File: config.mk
export PLATFORM = sky130hd
export DESIGN_NAME = acq_sequencer
export DESIGN_NICKNAME = d
export VERILOG_FILES = /design/src/rtl/acq_seq_pkg.sv /design/src/rtl/acq_result_fifo.sv /design/src/rtl/acq_sequencer.sv
export SDC_FILE = /design/constraint.sdc
export NUM_CORES = 1
export LEC_CHECK = 0
export CAP_MARGIN = 10
export CORE_ASPECT_RATIO = 0.75
export CORE_UTILIZATION = 55
export CTS_BUF_LIST = sky130_fd_sc_hd__clkbuf_2 sky130_fd_sc_hd__clkbuf_4 sky130_fd_sc_hd__clkbuf_8
export DETAILED_ROUTE_END_ITERATION = 6
export PLACE_DENSITY = 0.8
export SLEW_MARGIN = 15
export SYNTH_ARGS = -nofsm -noshare
export SYNTH_HDL_FRONTEND = slang
export SYNTH_HIERARCHICAL = 1
export SYNTH_SLANG_ARGS = --single-unit
File: constraint.sdc
create_clock -name Clk -period 4.68 [get_ports Clk]
set_input_delay 1.17 -clock Clk [delete_from_list [all_inputs] [get_ports Clk]]
set_output_delay 1.17 -clock Clk [all_outputs]
set_load 0.02 [all_outputs]
File: src/rtl/acq_seq_pkg.sv
// ============================================================================
// acq_seq_pkg : shared types for the acquisition sequencer and its result FIFO
// Option: ACQ_SEQ_TIMESTAMP_EN adds a 16-bit timestamp field to each entry.
// Revision: 1.0
// ============================================================================
`default_nettype none

package acq_seq_pkg;

    localparam int DONE_BIT = 31;

    typedef enum logic [1:0] {
        IDLE = 2'd0,
        RUN  = 2'd1,
        GAP  = 2'd2
    } seq_state_e;

    typedef struct packed {
`ifdef ACQ_SEQ_TIMESTAMP_EN
        logic [15:0] timestamp;
`endif
        logic        timeout;
        logic [2:0]  slot;
        logic [31:0] result;
    } acq_entry_t;

    localparam int ENTRY_W = $bits(acq_entry_t);

endpackage

`default_nettype wire

File: src/rtl/acq_result_fifo.sv
// ============================================================================
// acq_result_fifo : synchronous first-word-fall-through FIFO with sticky overflow
// Revision: 1.0
// ============================================================================
`default_nettype none

module acq_result_fifo #(
    parameter int WIDTH = 36,
    parameter int DEPTH = 16
) (
    input  logic                     clk,
    input  logic                     rst,
    input  logic                     push,
    input  logic [WIDTH-1:0]         push_data,
    input  logic                     pop,
    input  logic                     overflow_clr,
    output logic [WIDTH-1:0]         rd_data,
    output logic                     empty,
    output logic                     full,
    output logic [$clog2(DEPTH):0]   count,
    output logic                     overflow
);

    localparam int AW = $clog2(DEPTH);

    logic [WIDTH-1:0] mem [DEPTH];
    logic [AW-1:0]    wr_ptr;
    logic [AW-1:0]    rd_ptr;
    logic             do_push;
    logic             do_pop;
    logic             drop;

    assign empty   = (count == '0);
    assign full    = (count == (AW+1)'(DEPTH));
    assign do_pop  = pop && !empty;
    // A pop on the same edge frees the slot the push needs.
    assign do_push = push && (!full || do_pop);
    assign drop    = push && full && !do_pop;
    assign rd_data = empty ? '0 : mem[rd_ptr];

    always_ff @(posedge clk) begin
        if (do_push) begin
            mem[wr_ptr] <= push_data;
        end
    end

    always_ff @(posedge clk) begin
        if (rst) begin
            wr_ptr   <= '0;
            rd_ptr   <= '0;
            count    <= '0;
            overflow <= 1'b0;
        end else begin
            if (do_push) begin
                wr_ptr <= wr_ptr + 1'b1;
            end
            if (do_pop) begin
                rd_ptr <= rd_ptr + 1'b1;
            end
            case ({do_push, do_pop})
                2'b10:   count <= count + 1'b1;
                2'b01:   count <= count - 1'b1;
                default: count <= count;
            endcase
            if (drop) begin
                overflow <= 1'b1;
            end else if (overflow_clr) begin
                overflow <= 1'b0;
            end
        end
    end

endmodule

`default_nettype wire

File: src/rtl/acq_sequencer.sv
// ============================================================================
// acq_sequencer : issues a programmed command list to DataAcquisitionIP and
// queues tagged results for the CPU. Option: ACQ_SEQ_TIMESTAMP_EN.
// Revision: 1.0
// ============================================================================
`default_nettype none

module acq_sequencer
    import acq_seq_pkg::*;
#(
    parameter int NUM_SLOTS      = 8,
    parameter int FIFO_DEPTH     = 16,
    parameter int GAP_CYCLES     = 10,
    parameter int TIMEOUT_CYCLES = 4096
) (
    input  logic                          Clk,
    input  logic                          Rst,
    input  logic                          En,
    input  logic                          SlotWrEn,
    input  logic [$clog2(NUM_SLOTS)-1:0]  SlotWrAddr,
    input  logic [31:0]                   SlotWrData,
    input  logic [$clog2(NUM_SLOTS):0]    SlotCount,
    input  logic                          Start,
    input  logic                          Continuous,
    output logic                          Busy,
    output logic [31:0]                   CPUCommand,
    input  logic [31:0]                   ResultForCPU,
    input  logic                          FifoRdEn,
    output logic [ENTRY_W-1:0]            FifoRdData,
    output logic                          FifoEmpty,
    output logic                          FifoFull,
    output logic [$clog2(FIFO_DEPTH):0]   FifoCount,
    output logic                          Overflow,
    input  logic                          OverflowClr
);

    localparam int IDX_W = $clog2(NUM_SLOTS);
    localparam int CNT_W = IDX_W + 1;
    localparam int TMO_W = $clog2(TIMEOUT_CYCLES);
    localparam int GAP_W = $clog2(GAP_CYCLES + 1);

    localparam logic [TMO_W-1:0] TMO_LAST = TMO_W'(TIMEOUT_CYCLES - 1);
    localparam logic [GAP_W-1:0] GAP_LAST = GAP_W'(GAP_CYCLES - 1);

    logic [31:0]      slots [NUM_SLOTS];
    seq_state_e       state_q, state_d;
    logic [IDX_W-1:0] idx_q, idx_d;
    logic [31:0]      cmd_q, cmd_d;
    logic [TMO_W-1:0] tmo_q, tmo_d;
    logic [GAP_W-1:0] gap_q, gap_d;
    logic [CNT_W-1:0] eff_count;
    logic [IDX_W-1:0] idx_next;
    logic             has_next;
    logic             push;
    acq_entry_t       push_entry;

    assign eff_count  = (SlotCount > CNT_W'(NUM_SLOTS)) ? CNT_W'(NUM_SLOTS) : SlotCount;
    assign idx_next   = idx_q + 1'b1;
    assign has_next   = (({1'b0, idx_q} + CNT_W'(1)) < eff_count);
    assign Busy       = (state_q != IDLE);
    assign CPUCommand = cmd_q;

`ifdef ACQ_SEQ_TIMESTAMP_EN
    logic [15:0] ts_cnt;

    always_ff @(posedge Clk) begin
        if (Rst) begin
            ts_cnt <= '0;
        end else begin
            ts_cnt <= ts_cnt + 16'd1;
        end
    end
`endif

    always_ff @(posedge Clk) begin
        if (Rst) begin
            for (int i = 0; i < NUM_SLOTS; i++) begin
                slots[i] <= '0;
            end
        end else if (SlotWrEn && state_q == IDLE) begin
            slots[SlotWrAddr] <= SlotWrData;
        end
    end

    always_ff @(posedge Clk) begin
        if (Rst) begin
            state_q <= IDLE;
            idx_q   <= '0;
            cmd_q   <= '0;
            tmo_q   <= '0;
            gap_q   <= '0;
        end else begin
            state_q <= state_d;
            idx_q   <= idx_d;
            cmd_q   <= cmd_d;
            tmo_q   <= tmo_d;
            gap_q   <= gap_d;
        end
    end

    always_comb begin
        state_d    = state_q;
        idx_d      = idx_q;
        cmd_d      = cmd_q;
        tmo_d      = tmo_q;
        gap_d      = gap_q;
        push       = 1'b0;
        push_entry = '0;
        push_entry.slot = 3'(idx_q);
`ifdef ACQ_SEQ_TIMESTAMP_EN
        push_entry.timestamp = ts_cnt;
`endif

        if (!En) begin
            state_d = IDLE;
            cmd_d   = '0;
        end else begin
            case (state_q)
                IDLE: begin
                    cmd_d = '0;
                    if (Start && eff_count != '0) begin
                        state_d = RUN;
                        idx_d   = '0;
                        cmd_d   = slots[0];
                        tmo_d   = '0;
                    end
                end
                RUN: begin
                    // Done beats timeout when both land on the same edge.
                    if (ResultForCPU[DONE_BIT]) begin
                        push              = 1'b1;
                        push_entry.result = ResultForCPU;
                        state_d           = GAP;
                        cmd_d             = '0;
                        gap_d             = '0;
                    end else if (tmo_q == TMO_LAST) begin
                        push               = 1'b1;
                        push_entry.timeout = 1'b1;
                        state_d            = GAP;
                        cmd_d              = '0;
                        gap_d              = '0;
                    end else begin
                        tmo_d = tmo_q + 1'b1;
                    end
                end
                GAP: begin
                    if (gap_q == GAP_LAST) begin
                        tmo_d = '0;
                        if (has_next) begin
                            state_d = RUN;
                            idx_d   = idx_next;
                            cmd_d   = slots[idx_next];
                        end else if (Continuous) begin
                            state_d = RUN;
                            idx_d   = '0;
                            cmd_d   = slots[0];
                        end else begin
                            state_d = IDLE;
                        end
                    end else begin
                        gap_d = gap_q + 1'b1;
                    end
                end
                default: begin
                    state_d = IDLE;
                    cmd_d   = '0;
                end
            endcase
        end
    end

    acq_result_fifo #(
        .WIDTH (ENTRY_W),
        .DEPTH (FIFO_DEPTH)
    ) u_fifo (
        .clk          (Clk),
        .rst          (Rst),
        .push         (push),
        .push_data    (push_entry),
        .pop          (FifoRdEn),
        .overflow_clr (OverflowClr),
        .rd_data      (FifoRdData),
        .empty        (FifoEmpty),
        .full         (FifoFull),
        .count        (FifoCount),
        .overflow     (Overflow)
    );

endmodule

`default_nettype wire

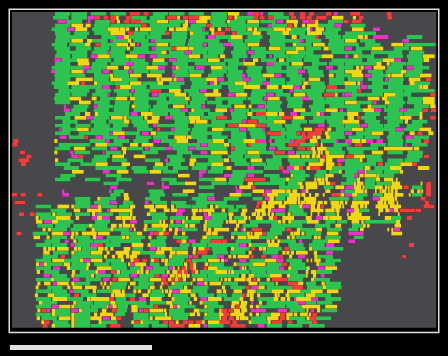
Figure 1: cells colored by class.
The bar under the picture is 100 um long. Fill, decap, tap and diode cells in gray.
| color | class | cells |
|---|---|---|
| magenta | clock drivers and dummy loads | 248 |
| yellow | all other logic | 1020 |
| red | other buffers and delay cells | 231 |
| green | flip-flops | 903 |

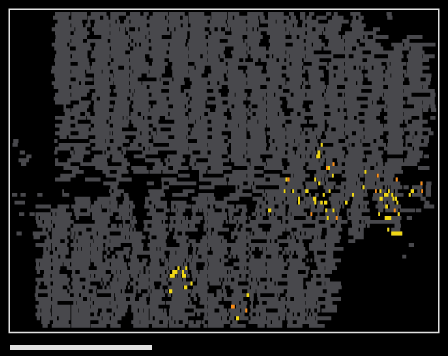
Figure 2: selected gate families.
The bar under the picture is 100 um long.
| color | family | cells | most used |
|---|---|---|---|
| orange | inverters | 14 | inv_1 |
| yellow | NOR gates | 55 | nor2_1 |

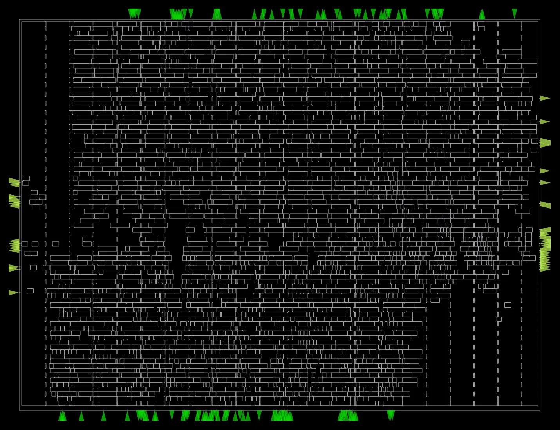
Figure 3: cell outlines without signal wires.
Seq/total area: 61.5%
sequential cell count: 903
Final Non-Filler Cells: 3288
# rows: 82

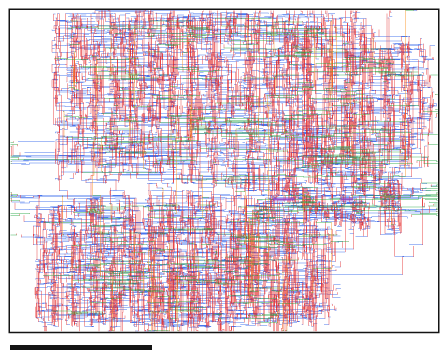
Figure 4: metal layers overlaid.
The bar under the picture is 100 um long.
| color | layer | wire length |
|---|---|---|
| green | met3 | 8080 um |
| red | met2 | 40.2 mm |
| blue | met1 | 34.6 mm |
| orange | met4 | 2130 um |
| purple | met5 | 21.2 um |

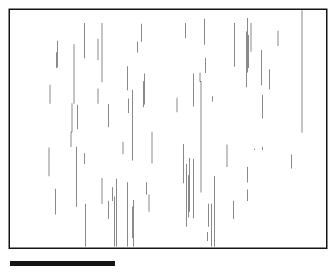
Figure 5: met4 routing.
The bar under the picture is 100 um long.
share of all routed wire: 2.5%
nets with wire on the layer: 42
wire length on this layer: 2130 um
DR vias: 20200
final WL: 85100 um

==> impl_metrics.tcl <==
# place-and-route summary
set metrics [dict create \
    via_per_inst 6.14 \
    top_cell "edfxtp_1" \
    r2r_setup_slack_ns 0.79 \
    p_leak_nw 14.1 \
    warning_count 31 \
    clkPwrFrac_pct 33.9 \
    clockBufferDepth 3 \
    max_freq_ghz 0.221 \
    seqPwrFrac_pct 47.3 \
    numPortBuffers 155 \
    dp_cells 3029 \
    top_cells_by_area "edfxtp_1 67%, mux4_2 13%, and2_1 5.1%" \
    yosys_cells 2045 \
    worstSetupPathType "register to output pin" \
    clock-sinks 903 \
    comb_power_share_pct 18.7 \
    cp_max_fo 31 \
    status "complete, no violations" \
    r2r-end "CPUCommand[24]$_SDFFE_PP0P_" \
    reg2regPathDepth 9 \
    core_area_sq_mm 0.0668 \
    wire_per_inst_um 25.9 \
    cts_buffers 138 \
    drive_gt1_share_pct 24.2 \
    grt_max_degree 56 \
    ir_drop_mv 0.330 \
    finalWorstSetupSlack_ns 0.164 \
    tightest_slew_ns 1.12 \
    worst_ep_arrival_time_ns 3.35 \
    skew_ns 0.0366 \
    finalCritPeriodShare_pct 96.5 \
    ys.flop_type "edfxtp_1" \
    period_needed_ns 4.52 \
    initCoreUtil_pct 55.6 \
    cap_violations 0 \
    top_cells_by_count "832 x edfxtp_1, 305 x and2_1, 208 x mux4_2" \
    fa_ha_area_share_pct 0.471 \
    p_per_area_mw_per_mm2 443 \
    die_width_um 302 \
    clk-insertion-delay-late_ns 0.78 \
    pre_cts_slack_ns 0.435 \
    ant_nets 0 \
    drv_slew 0 \
    edf_count 832 \
    clkTransAtPathRegs_ns 0.06 \
    regMostFlops "u_fifo/mem" \
    rsz0062_at_grt "no" \
    netSwitchingPower_mw 4.97 \
    setup_violations 0 \
    cts_resized 3 \
    holdPathEnd "tmo_q[11]$_SDFFE_PP0P_" \
    yosysSeqAreaShare_pct 71.1 \
    simple_gate_area_share_pct 8.00 \
    htree_levels 4 \
    drtIter0Drc 2005 \
    cp-start-kind "register" \
    p_sw_share_pct 26.1 \
    end_kind "output pin" \
    tns_ns 0 \
    layout_top_cell "edfxtp_1" \
    xor_area_share_pct 0.286 \
    mux_area_share_pct 15.2 \
    area_growth_pct 15.7 \
    hold_viol_final 0 \
    hold_buffers 0 \
    antenna_found_initial 7 \
    synthesis.nets 2138 \
    lay_top_cells "832 x edfxtp_1, 289 x and2_1, 208 x mux4_2, 155 x clkdlybuf4s50_1, 146 x clkbuf_8" \
    fp.dieH_um 227 \
    largest_reg_flops 576 \
    cts_root_buf "clkbuf_8" \
]
routing by layer:
metal	vias up	share of wire, %	track usage [%]
li1	8638	-	-
met3	153	9.5	5.73
met1	10300	41	35.9
met4	4	2.5	9.45
met2	1052	47	38.2
met5	-	0.025	0
layout make-up:
| cell class | count | area [sq um] |
|---|---|---|
| clock buffer | 199 | 2410 |
| timing repair buffer | 231 | 2440 |
| fill | 4351 | 23800 |
| inverter | 14 | 52.6 |
| multi-input combinational | 1006 | 10200 |
| clock inverter | 49 | 342 |
| tap | 882 | 1100 |
| sequential | 903 | 26400 |
| antenna | 4 | 10.0 |
power by group through the flow:
stage               clock network [mW]  logic (mW)  registers, mW
floorplan                            0        2.29           9.11
global placement                     0        3.43           9.18
detailed placement                   0        3.49           9.20
CTS                               6.58        3.52           9.03
global route                      6.90        3.79           9.03
finish                            6.46        3.57           9.02
per-stage QoR:
step	area (sq um)	hold slack (ns)	util (%)	power, mW
finish	43000	0.481	64.4	19.1
global route	43000	0.489	64.4	19.7
CTS	42900	0.482	64.3	19.1
detailed placement	40200	0.469	60.1	12.7
floorplan	37200	0.448	-	11.4
global placement	40200	0.456	60.1	12.6
worst max-delay path by stage:
stage | from | end | slack (ns) | cells past startpoint
floorplan | En | u_fifo/mem[10][0]$_DFFE_PP_ | 1.27 | 6
global placement | SlotCount[3] | CPUCommand[8]$_SDFFE_PP0P_ | 0.50 | 9
global route | register | FifoRdData[30] | 0.04 | 6
detailed placement | SlotCount[3] | CPUCommand[10]$_SDFFE_PP0P_ | 0.43 | 8
CTS | register | FifoRdData[30] | 0.01 | 6
finish | register | FifoRdData[2] | 0.16 | 5
worst max-delay path, cell delays in order (launching register included):
cell	delay, ns
dfxtp_4	0.69
buf_4	0.49
mux4_2	0.40
mux2i_1	0.26
o22ai_1	0.16
clkdlybuf4s50_1	0.56
Power is estimated from default activity; no workload was simulated.
